[src/rtl/mult_unit.sv]
// mult_unit: iterative radix-2 shift-add multiplier for the EX stage.
// Produces a 2*WIDTH product into HI/LO, with mthi/mtlo writes and flush.
module mult_unit #(
    parameter int WIDTH = 32,
    parameter int CNTW  = 6
) (
    input  logic             clk,
    input  logic             reset_n,
    input  logic             start,
    input  logic             signd,
    input  logic [WIDTH-1:0] srca,
    input  logic [WIDTH-1:0] srcb,
    input  logic             flush,
    input  logic             hiwe,
    input  logic             lowe,
    input  logic [WIDTH-1:0] wdata,
    output logic [WIDTH-1:0] hi,
    output logic [WIDTH-1:0] lo,
    output logic             busy,
    output logic             done
);

    typedef enum logic [1:0] {
        IDLE = 2'd0,
        RUN  = 2'd1,
        FIX  = 2'd2
    } state_t;

    state_t state, state_nx;

    logic [CNTW-1:0]    cnt;
    logic [WIDTH-1:0]   mcand;
    logic [WIDTH-1:0]   mplier;
    logic [2*WIDTH-1:0] acc;
    logic               neg;

    logic               busy_nx;
    logic               done_nx;
    logic               accept;
    logic               last;
    logic [WIDTH-1:0]   addend;
    logic [WIDTH:0]     sum;
    logic [2*WIDTH-1:0] result;
    logic [WIDTH-1:0]   abs_a;
    logic [WIDTH-1:0]   abs_b;

    assign accept = start & ~flush;
    assign last   = (cnt == CNTW'(WIDTH - 1));
    assign addend = mplier[0] ? mcand : {WIDTH{1'b0}};
    assign sum    = {1'b0, acc[2*WIDTH-1:WIDTH]} + {1'b0, addend};
    assign result = neg ? -acc : acc;
    // Magnitudes; the most negative value maps onto itself as unsigned.
    assign abs_a  = (signd & srca[WIDTH-1]) ? -srca : srca;
    assign abs_b  = (signd & srcb[WIDTH-1]) ? -srcb : srcb;

    // State register.
    always_ff @(posedge clk or negedge reset_n) begin
        if (!reset_n) begin
            state <= IDLE;
        end else begin
            state <= state_nx;
        end
    end

    // Next-state decode.
    always_comb begin
        state_nx = state;
        unique case (state)
            IDLE:    if (accept) state_nx = RUN;
            RUN: begin
                if (flush)     state_nx = IDLE;
                else if (last) state_nx = FIX;
            end
            FIX:     state_nx = IDLE;
            default: state_nx = IDLE;
        endcase
    end

    // Next values of the registered status outputs.
    always_comb begin
        busy_nx = 1'b0;
        done_nx = 1'b0;
        unique case (state)
            IDLE:    busy_nx = accept;
            RUN:     busy_nx = ~flush;
            FIX:     done_nx = ~flush;
            default: busy_nx = 1'b0;
        endcase
    end

    // Status output registers.
    always_ff @(posedge clk or negedge reset_n) begin
        if (!reset_n) begin
            busy <= 1'b0;
            done <= 1'b0;
        end else begin
            busy <= busy_nx;
            done <= done_nx;
        end
    end

    // Operand latch, shift-add datapath and iteration counter.
    always_ff @(posedge clk or negedge reset_n) begin
        if (!reset_n) begin
            mcand  <= '0;
            mplier <= '0;
            acc    <= '0;
            neg    <= 1'b0;
            cnt    <= '0;
        end else if (state == IDLE) begin
            if (accept) begin
                mcand  <= abs_a;
                mplier <= abs_b;
                neg    <= signd & (srca[WIDTH-1] ^ srcb[WIDTH-1]);
                acc    <= '0;
                cnt    <= '0;
            end
        end else if (state == RUN) begin
            acc    <= {sum, acc[WIDTH-1:1]};
            mplier <= mplier >> 1;
            cnt    <= cnt + CNTW'(1);
        end
    end

    // HI/LO: mthi/mtlo only while idle, product on completion.
    always_ff @(posedge clk or negedge reset_n) begin
        if (!reset_n) begin
            hi <= '0;
            lo <= '0;
        end else if (state == IDLE) begin
            if (hiwe) hi <= wdata;
            if (lowe) lo <= wdata;
        end else if (state == FIX && !flush) begin
            hi <= result[2*WIDTH-1:WIDTH];
            lo <= result[WIDTH-1:0];
        end
    end

endmodule

[config.mk]
export PLATFORM = sky130hd
export DESIGN_NAME = mult_unit
export DESIGN_NICKNAME = d
export VERILOG_FILES = /design/src/rtl/mult_unit.sv
export SDC_FILE = /design/constraint.sdc
export NUM_CORES = 1
export LEC_CHECK = 0
export CAP_MARGIN = 25
export CORE_ASPECT_RATIO = 1.25
export CORE_UTILIZATION = 55
export CTS_CLUSTER_SIZE = 20
export DETAILED_ROUTE_END_ITERATION = 6
export HOLD_SLACK_MARGIN = 0.03
export PLACE_DENSITY = 0.91
export SYNTH_ARGS = -nofsm -noshare
export SYNTH_HDL_FRONTEND = slang
export SYNTH_SLANG_ARGS = --single-unit
[constraint.sdc]
create_clock -name clk -period 10.26 [get_ports clk]
set_clock_uncertainty 0.05 [all_clocks]
set_input_delay 2.052 -clock clk [delete_from_list [all_inputs] [get_ports clk]]
set_output_delay 2.052 -clock clk [all_outputs]
set_load 0.1 [all_outputs]
==> images/pins.png <==
(3 px per um) Pins as bars across the die edge, other pins in gray.
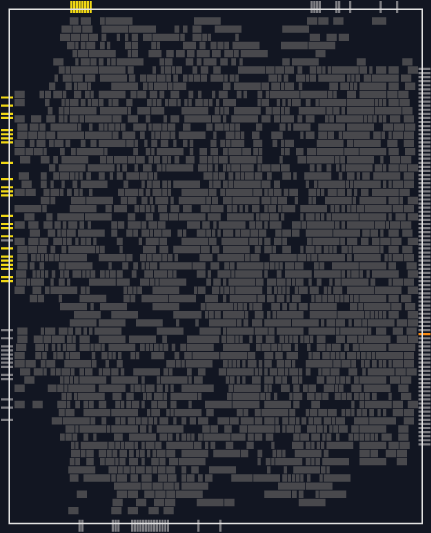
yellow -> srca  # pins 32, direction input, edge 24 west, 8 north
orange -> lowe  # pins 1, direction input, edge east
all pins by edge = 93 east, 38 west, 21 south, 17 north

==> images/zoom.png <==
Window x 49 to 89, y 65 to 105 um. Cells in gray, sequential cells in the stronger gray; small squares are vias.
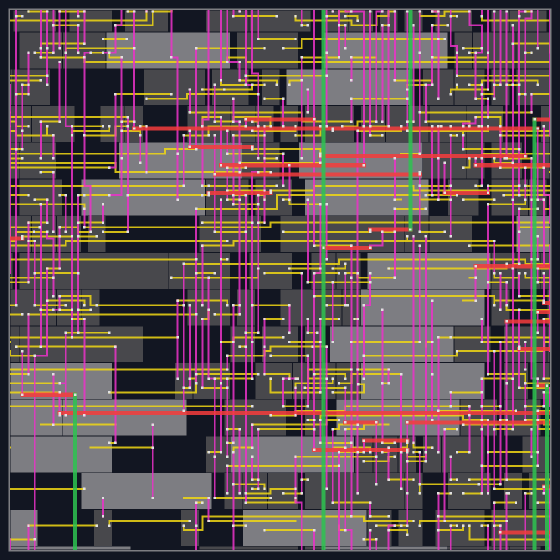
green -> met4
yellow -> met1
magenta -> met2
red -> met3
most frequent = nand2_1 (20), o21ai_0 (17), dfrtp_1 (17)
netlist names of flops here include = acc (17), neg (1)
sequential cells in the window = 18
cells with their middle in the window = 128

==> reports/results.tsv <==
stage	metric	value	unit
sta	final number of max-transition violations	0	
yosys	most frequently used cell type in the post-synthesis netlist	sky130_fd_sc_hd__nand2_1	
global_routing	met1 Usage GRT	38.41	%
layout	top library cells by usage in the layout, fill and taps aside	sky130_fd_sc_hd__nand2_1 (256), sky130_fd_sc_hd__dfrtp_1 (202), sky130_fd_sc_hd__o21ai_0 (188)	
sta	Fmax	221.7	MHz
yosys	ys flops	203	
drt	Detail Route met2 WL	16120	um
drt	Detailed Routing Iterations Pass 1	6	
critical_path	Worst Setup Start Kind	input pin	
status	result of the run	finished, final reports clean	
clocking	Inserted Clock Buffers	21	
layout	number of logic gates	1194	
sta	Tmin final	4.511	ns
placement	post-detailed-placement cell area	0.01440	sq mm
yosys	Post-synth area hogs	sky130_fd_sc_hd__dfrtp_1 (40%), sky130_fd_sc_hd__nand2_1 (7.7%), sky130_fd_sc_hd__o21ai_0 (7.5%)	
drt	number of DRC violations after detailed routing	0	
clocking	clock latency reported for the late side of the worst-skew pair	0.51	ns
critical_path	count of cells along the worst register-to-register path	9	
placement	final weighted congestion in routability-driven placement	0.9561	
global_routing	initial antenna violation count	1	
placement	sum of net half-perimeters after detailed placement	25550	um
floorplanning	Tapcell Cnt	283	
pwr	pwr dens	245.6	mW/mm^2
job	number of warning messages in the logs	28	
yosys	total nets after synthesis	1640	
placement	Placed Cells	1877	
yosys	number of instances in the synthesized netlist	1500	
critical_path	critical path fanouts, max	5	
layout	logic share of the area	46.96	%
yosys	library cells used by synthesis	57	
layout	area taken by flip-flops and latches	0.005081	sq mm
layout	number of antenna diodes	0	
yosys	synth cell count leaders	sky130_fd_sc_hd__nand2_1 (256), sky130_fd_sc_hd__dfrtp_1 (203), sky130_fd_sc_hd__o21ai_0 (188), sky130_fd_sc_hd__nor2_1 (124), sky130_fd_sc_hd__a21oi_1 (92)	
sta	actual transition at the worst max-transition pin	1.060	ns
floorplanning	Pre-Place Util	56.16	%
drt	Routed WL	34800	um
sta	max_slew headroom	29.36	%
global_routing	largest net degree at the start of global routing	109	
drt	number of DRC markers in iteration 0	968	
global_routing	global-route wire length before repair	55750	um
clocking	number of buffers added to fix hold violations after cts	0	
yosys	Dominant Register Cell	sky130_fd_sc_hd__dfrtp_1	
yosys	EDFF count, synth	0	
clocking	H-tree depth	1	
layout	count of sequential standard cells	203	
layout	Post-Route Utilization	67.74	%
pwr	peak supply drop	232.1	uV
layout	non-clock inverter instance count of the final layout	17	
global_routing	busiest layer in global routing	met2	
layout	layout-stage area growth over the synthesis result	20.62	%
clocking	clk root buf	sky130_fd_sc_hd__clkbuf_16	
drt	met3 routed wirelength	2725	um
layout	clock buf count	26	
drt	antenna viol nets, final	0	
floorplanning	core region area	0.02236	sq mm
floorplanning	standard-cell row count	61	
layout	non-filler cells, final	1916	
clocking	post-cts resize count	0	
critical_path	start of the worst register-to-register path	acc[13]	
critical_path	Arr. time, crit path	4.81	ns
sta	# setup viols final	0	
drt	highest routed layer	met5	
critical_path	CP required	10.56	ns
layout	clock buffer and inverter area fraction after layout	4.807	%
min_path	type of the worst min-delay path	flip-flop to flip-flop	
layout	fraction of area in non-clock buffers	11.93	%
floorplanning	overall chip area	0.02345	sq mm
clocking	Post-CTS Setup Bufs	0	
yosys	fraction of registers with async set or reset after synthesis	100.0	%
yosys	number of cells in Yosys stat	1500	
layout	fillcell total	1765	
floorplanning	I/O pin count	169	
layout	cell area after layout	0.01515	sq mm
pwr	total power	0.003721	W
global_routing	fraction of met2 tracks used by global routing	49.10	%
## logic make-up (layout without fill, tap and decap cells)
logic type      Yosys count  after routing  synth area share, %
compound gates          456            456                22.25
xor+xnor                150            150                10.46
fa+ha+maj                37             37                3.746
buf+inv                 103            236                3.138
flops                   203            203                40.45
mux                       3              3               0.2391
simple gates            548            548                19.73
## worst max-delay path by stage
| stage | to | cells after the start | slack [ns] | from |
|---|---|---|---|---|
| after floorplan | mcand[28] | 7 | 6.20 | srca[8] |
| after global placement | mcand[30] | 9 | 5.42 | srca[4] |
| after detailed placement | mcand[24] | 9 | 5.24 | srca[4] |
| after CTS | mcand[24] | 9 | 5.77 | srca[4] |
| after global routing | mcand[24] | 9 | 5.55 | srca[2] |
| final | mcand[24] | 9 | 5.75 | srca[4] |
## power by group
part | switching, W | internal (W) | leakage, nW
clock | 0.000328 | 0.000477 | 0.350
combinational | 0.00117 | 0.000537 | 3.50
sequential | 0.000211 | 0.00100 | 2.57
total | 0.00171 | 0.00201 | 6.43
## worst max-delay path, cell delays in order
cell and delay, ns:
sky130_fd_sc_hd__clkdlybuf4s50_1 0.47, sky130_fd_sc_hd__nor4_1 0.41, sky130_fd_sc_hd__nand2_1 0.21, sky130_fd_sc_hd__or3_1 0.46
sky130_fd_sc_hd__nor3_1 0.51, sky130_fd_sc_hd__nand2_1 0.18, sky130_fd_sc_hd__o21ai_0 0.25, sky130_fd_sc_hd__xor2_1 0.18
sky130_fd_sc_hd__o21ai_0 0.09
## sequential cells by signal (all words and copies together), names as in the netlist
signal,flops
busy,1
acc,64
cnt,6
mplier,32
hi,32
done,1
state,2
neg,1
lo,32
mcand,32
Power figures rest on the tool's default switching activity, not on a simulated workload.
